===== config.mk =====
export PLATFORM = sky130hd
export DESIGN_NAME = vga_timing_gen
export DESIGN_NICKNAME = d
export VERILOG_FILES = /design/src/rtl/vga_pkg.sv /design/src/rtl/clk_en_div.sv /design/src/rtl/vga_timing_gen.sv
export SDC_FILE = /design/constraint.sdc
export NUM_CORES = 1
export LEC_CHECK = 0
export CORE_MARGIN = 4
export CORE_UTILIZATION = 35
export DETAILED_ROUTE_END_ITERATION = 8
export HOLD_SLACK_MARGIN = 0.05
export PLACE_DENSITY = 0.61
export RECOVER_POWER = 100
export SLEW_MARGIN = 25
export SYNTH_ARGS = -nofsm -noshare
export SYNTH_HDL_FRONTEND = slang
export SYNTH_SLANG_ARGS = --single-unit

===== constraint.sdc =====
create_clock -name clk -period 2.8 [get_ports clk]
set_input_delay 0.28 -clock clk [delete_from_list [all_inputs] [get_ports clk]]
set_output_delay 0.28 -clock clk [all_outputs]
set_load 0.02 [all_outputs]

===== src/rtl/vga_pkg.sv =====
// Default 640x480@60 VGA timing constants, sync polarities and a helper
// that sizes the scan counters from the frame totals.
package vga_pkg;

  localparam int unsigned VGA_H_DISPLAY = 640;
  localparam int unsigned VGA_H_FRONT   = 16;
  localparam int unsigned VGA_H_SYNC    = 96;
  localparam int unsigned VGA_H_BACK    = 48;
  localparam int unsigned VGA_V_DISPLAY = 480;
  localparam int unsigned VGA_V_FRONT   = 10;
  localparam int unsigned VGA_V_SYNC    = 2;
  localparam int unsigned VGA_V_BACK    = 33;

  localparam int unsigned VGA_H_TOTAL =
    VGA_H_DISPLAY + VGA_H_FRONT + VGA_H_SYNC + VGA_H_BACK;
  localparam int unsigned VGA_V_TOTAL =
    VGA_V_DISPLAY + VGA_V_FRONT + VGA_V_SYNC + VGA_V_BACK;

  localparam logic SYNC_ACTIVE_LOW  = 1'b0;
  localparam logic SYNC_ACTIVE_HIGH = 1'b1;

  localparam int unsigned VGA_CLK_DIV = 4;

  // Bits needed to hold max(h_total, v_total) - 1.
  function automatic int unsigned count_width(input int unsigned h_total,
                                              input int unsigned v_total);
    int unsigned max_total;
    max_total = (h_total > v_total) ? h_total : v_total;
    return (max_total > 1) ? $clog2(max_total) : 1;
  endfunction

  localparam int unsigned VGA_CW = count_width(VGA_H_TOTAL, VGA_V_TOTAL);

endpackage


===== src/rtl/clk_en_div.sv =====
// Clock-enable divider: registered one-clk tick every DIV enabled clocks.
// Holds its phase while en is low so a resumed run loses no period.
module clk_en_div #(
  parameter int unsigned DIV = 4
) (
  input  logic clk,
  input  logic reset,
  input  logic en,
  output logic tick
);

  localparam int unsigned DW = (DIV > 1) ? $clog2(DIV) : 1;
  localparam logic [DW-1:0] LAST = DW'(DIV - 1);

  logic [DW-1:0] div_cnt_q, div_cnt_d;
  logic          tick_q, tick_d;

  always_comb begin
    div_cnt_d = div_cnt_q;
    tick_d    = tick_q;
    if (en) begin
      div_cnt_d = (div_cnt_q == LAST) ? '0 : div_cnt_q + 1'b1;
      tick_d    = (div_cnt_d == LAST);
    end
  end

  always_ff @(posedge clk) begin
    if (reset) begin
      div_cnt_q <= '0;
      tick_q    <= 1'b0;
    end else begin
      div_cnt_q <= div_cnt_d;
      tick_q    <= tick_d;
    end
  end

  assign tick = tick_q & en;

endmodule


===== src/rtl/vga_timing_gen.sv =====
// Parametrised VGA timing generator: owns the scan counters and registers
// sync, blanking, coordinates and line/frame pulses with zero skew.
module vga_timing_gen
  import vga_pkg::*;
#(
  parameter int unsigned H_DISPLAY = VGA_H_DISPLAY,
  parameter int unsigned H_FRONT   = VGA_H_FRONT,
  parameter int unsigned H_SYNC    = VGA_H_SYNC,
  parameter int unsigned H_BACK    = VGA_H_BACK,
  parameter int unsigned V_DISPLAY = VGA_V_DISPLAY,
  parameter int unsigned V_FRONT   = VGA_V_FRONT,
  parameter int unsigned V_SYNC    = VGA_V_SYNC,
  parameter int unsigned V_BACK    = VGA_V_BACK,
  parameter logic        H_POL     = SYNC_ACTIVE_LOW,
  parameter logic        V_POL     = SYNC_ACTIVE_LOW,
  parameter int unsigned CLK_DIV   = VGA_CLK_DIV,
  parameter int unsigned CW        = VGA_CW,
  parameter int unsigned FC_W      = 8
) (
  input  logic            clk,
  input  logic            reset,
  input  logic            en,
  output logic            pix_tick,
  output logic [CW-1:0]   h_count,
  output logic [CW-1:0]   v_count,
  output logic [CW-1:0]   x_loc,
  output logic [CW-1:0]   y_loc,
  output logic            video_on,
  output logic            h_sync,
  output logic            v_sync,
  output logic            line_start,
  output logic            frame_start,
  output logic [FC_W-1:0] frame_count
);

  localparam int unsigned H_TOTAL = H_DISPLAY + H_FRONT + H_SYNC + H_BACK;
  localparam int unsigned V_TOTAL = V_DISPLAY + V_FRONT + V_SYNC + V_BACK;

  localparam logic [CW-1:0] H_LAST = CW'(H_TOTAL - 1);
  localparam logic [CW-1:0] V_LAST = CW'(V_TOTAL - 1);

  // Window bounds carry one extra bit so an end bound equal to 2**CW still fits.
  localparam logic [CW:0] H_ACT_END  = (CW+1)'(H_DISPLAY);
  localparam logic [CW:0] H_SYNC_BEG = (CW+1)'(H_DISPLAY + H_FRONT);
  localparam logic [CW:0] H_SYNC_END = (CW+1)'(H_DISPLAY + H_FRONT + H_SYNC);
  localparam logic [CW:0] V_ACT_END  = (CW+1)'(V_DISPLAY);
  localparam logic [CW:0] V_SYNC_BEG = (CW+1)'(V_DISPLAY + V_FRONT);
  localparam logic [CW:0] V_SYNC_END = (CW+1)'(V_DISPLAY + V_FRONT + V_SYNC);

  logic            tick;
  logic [CW-1:0]   h_count_q, h_count_d;
  logic [CW-1:0]   v_count_q, v_count_d;
  logic [CW-1:0]   x_loc_q, x_loc_d;
  logic [CW-1:0]   y_loc_q, y_loc_d;
  logic            video_on_q, video_on_d;
  logic            h_sync_q, h_sync_d;
  logic            v_sync_q, v_sync_d;
  logic            line_start_q, line_start_d;
  logic            frame_start_q, frame_start_d;
  logic [FC_W-1:0] frame_count_q, frame_count_d;
  logic            h_active, v_active, h_in_sync, v_in_sync;

  clk_en_div #(
    .DIV(CLK_DIV)
  ) u_pix_div (
    .clk  (clk),
    .reset(reset),
    .en   (en),
    .tick (tick)
  );

  always_comb begin
    h_count_d     = h_count_q;
    v_count_d     = v_count_q;
    frame_count_d = frame_count_q;
    line_start_d  = 1'b0;
    frame_start_d = 1'b0;
    if (tick) begin
      if (h_count_q == H_LAST) begin
        h_count_d    = '0;
        line_start_d = 1'b1;
        if (v_count_q == V_LAST) begin
          v_count_d     = '0;
          frame_start_d = 1'b1;
          frame_count_d = frame_count_q + 1'b1;
        end else begin
          v_count_d = v_count_q + 1'b1;
        end
      end else begin
        h_count_d = h_count_q + 1'b1;
      end
    end

    // Decode the next counter values so the registered outputs line up with them.
    h_active   = {1'b0, h_count_d} < H_ACT_END;
    v_active   = {1'b0, v_count_d} < V_ACT_END;
    h_in_sync  = ({1'b0, h_count_d} >= H_SYNC_BEG) && ({1'b0, h_count_d} < H_SYNC_END);
    v_in_sync  = ({1'b0, v_count_d} >= V_SYNC_BEG) && ({1'b0, v_count_d} < V_SYNC_END);
    video_on_d = h_active && v_active;
    x_loc_d    = video_on_d ? h_count_d : '0;
    y_loc_d    = video_on_d ? v_count_d : '0;
    h_sync_d   = h_in_sync ? H_POL : ~H_POL;
    v_sync_d   = v_in_sync ? V_POL : ~V_POL;
  end

  always_ff @(posedge clk) begin
    if (reset) begin
      h_count_q     <= '0;
      v_count_q     <= '0;
      x_loc_q       <= '0;
      y_loc_q       <= '0;
      video_on_q    <= 1'b1;
      h_sync_q      <= ~H_POL;
      v_sync_q      <= ~V_POL;
      line_start_q  <= 1'b0;
      frame_start_q <= 1'b0;
      frame_count_q <= '0;
    end else begin
      h_count_q     <= h_count_d;
      v_count_q     <= v_count_d;
      x_loc_q       <= x_loc_d;
      y_loc_q       <= y_loc_d;
      video_on_q    <= video_on_d;
      h_sync_q      <= h_sync_d;
      v_sync_q      <= v_sync_d;
      line_start_q  <= line_start_d;
      frame_start_q <= frame_start_d;
      frame_count_q <= frame_count_d;
    end
  end

  assign pix_tick    = tick;
  assign h_count     = h_count_q;
  assign v_count     = v_count_q;
  assign x_loc       = x_loc_q;
  assign y_loc       = y_loc_q;
  assign video_on    = video_on_q;
  assign h_sync      = h_sync_q;
  assign v_sync      = v_sync_q;
  assign line_start  = line_start_q & en;
  assign frame_start = frame_start_q & en;
  assign frame_count = frame_count_q;

endmodule


==> results.yml <==
# synthesis and place-and-route metrics
outcome:
  status: "completed"
synthesis:
  syn_nets: 272
  ys_sh_xor: 0.0660
  syn-instance-count: 263
  ys_sh_mux: 0.0210
  edf_count: 0
  ys_sh_adder: 0.0314
  syn_area_mm2: 0.00239
  synthDistinctLibCells: 48
  yosys.area_share.aoi: 0.0734
power:
  power.static_leakage_nw: 1.40
  swShare: 0.203
  clockPowerShare: 0.395
  switchingPower_w: 0.000281
  p_total_w: 0.00139
  power_density_mw_per_mm2: 425
min_path:
  min-delay-path-class: "reg2reg"
detailed_routing:
  wl_met2_mm: 2.70
  drt-vias-per-instance: 5.03
  antenna_left: 0
  met3_length_um: 252
worst_setup_path:
  r2r_end: "v_sync"
  arrival_ns: 2.83
  cpLargestDelayFamily: "simple AND/OR/NAND/NOR gates"
  cp_slowest_stage_delay_ns: 0.59
  startpoint: "h_count[1]"
  critPathKind: "reg2reg"
  cp.required_ns: 2.98
  ff2ff_setup_slack_ns: 0.15
  end_kind: "flip-flop"
  cp_max_fo: 5
  crit_path_start_kind: "flip-flop"
  crit_path_top_delay_cell: "or4_4"
  reg2reg_from: "h_count[1]"
clock_network:
  cts_tree: "done"
  cts_buffer_depth: 2
  postCtsHoldBufs: 0
  cts.reportedPaths.clkPinSlew_ns: 0.10
final_layout:
  area_growth_pct: 36.4
  sh_comb_area: 0.362
  comb_area_mm2: 0.00118
  n_all_inverters: 7
  layout_top_cell: "dlygate4sd3_1"
  seq_share: 0.345
  stdcell_count: 414
  stdcell_area_mm2: 0.00326
  diodes: 0
  utilization: 0.501
  final_layout_size_suffix_gt1_frac: 0.107
  buffers: 81
  bufAreaShareNonClock: 0.219
global_route:
  grt_use_met1: 0.186
  grt_max_degree: 51
  antenna_found_initial: 0
placement:
  dp.final_hpwl_mm: 4.23
timing:
  setup_viol: 0
## worst max path at each step
stage / depth (start not counted) / slack, ns / to
4_1_cts: 7 / 0.07 / v_sync
3_5_place_dp: 7 / -0.15 / v_sync
3_3_place_gp: 7 / -0.09 / v_sync
2_1_floorplan: 8 / 0.08 / v_sync
6_report: 7 / 0.15 / v_sync
5_1_grt: 10 / 0.03 / x_loc[5]
## synth_stat cells (4+ instances only)
cell type  number  share of area
clkbuf_1       10          0.016
nand4_1         7          0.018
ha_1            6          0.031
dfxtp_1        56           0.47
nor3_1         21          0.044
o21ai_0         4         0.0084
mux2i_1         5          0.021
xnor2_1         8          0.029
and3_1          4          0.010
nand2_1        14          0.022
and2_1          5          0.013
xor2_1         10          0.037
nor2_1         41          0.064
a21oi_1         7          0.015
inv_1           7          0.011
nand3_1        11          0.023
==> images/zoom.png <==
Window x 58 to 78, y 58 to 78 um. Cells in gray, sequential cells in the stronger gray; small squares are vias.
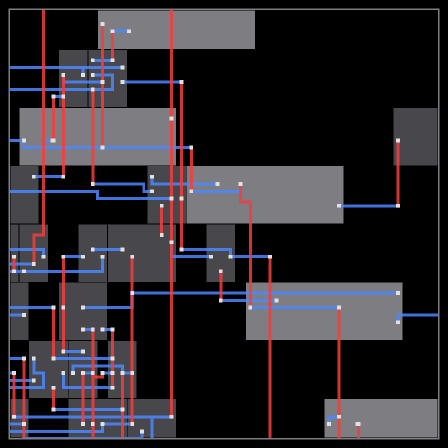
met1: drawn in blue. met2: drawn in red.
Netlist names of flops here include y_loc (3), v_count (2). 19 logic cells have their middle in the window. Most frequent: dfxtp_1 (5), nor2_1 (4). Sequential cells in the window: 5.

==> images/metal_stack.png <==
Scale: 6 px per um. Two of the layers only.
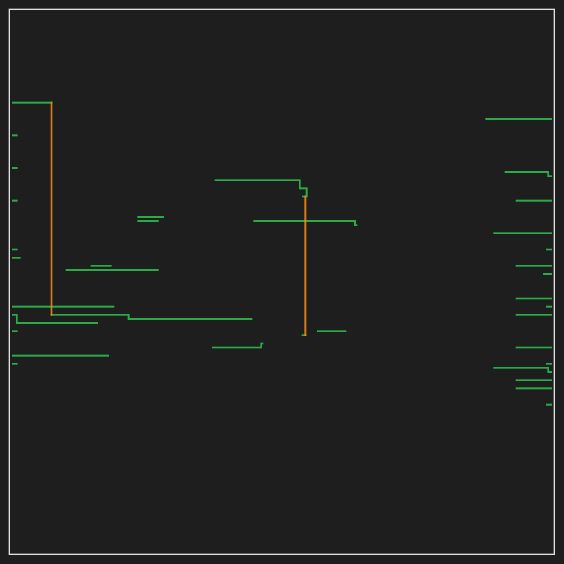
met4: drawn in orange, wire length 58.5 um. met3: drawn in green, wire length 252 um.
routed wire length per instance: 13.6 um
total track usage: 0.144
vias: 2083

==> images/final_clocks.png <==
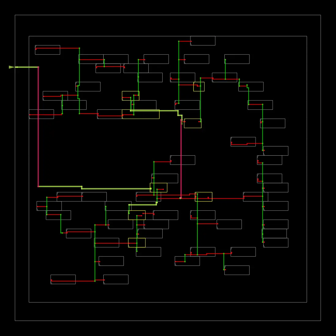
P_clk: 0.000547 W
clock buffer count: 6
Setup Skew: 0.00849 ns
flop count: 56
Clk Latency, worst-skew pair: 0.31 ns

==> images/port_nets.png <==
Scale: 4 px per um.
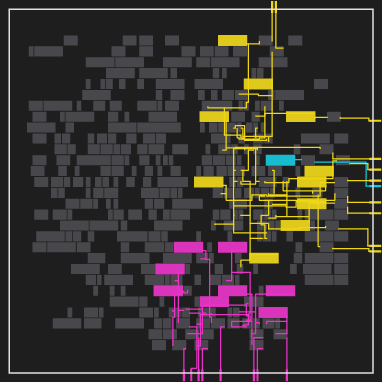
v_count: drawn in yellow, bits 10, direction output, end cells 10, buffers 11, wire 580 um. v_sync: drawn in cyan, bits 1, direction output, end cells 1, buffers 1, wire 22.5 um. frame_count: drawn in magenta, bits 8, direction output, end cells 8, buffers 8, wire 286 um.
# port buffers: 56
IO Pins: 57

No activity file was given, so power comes from the tool's default toggle rates.
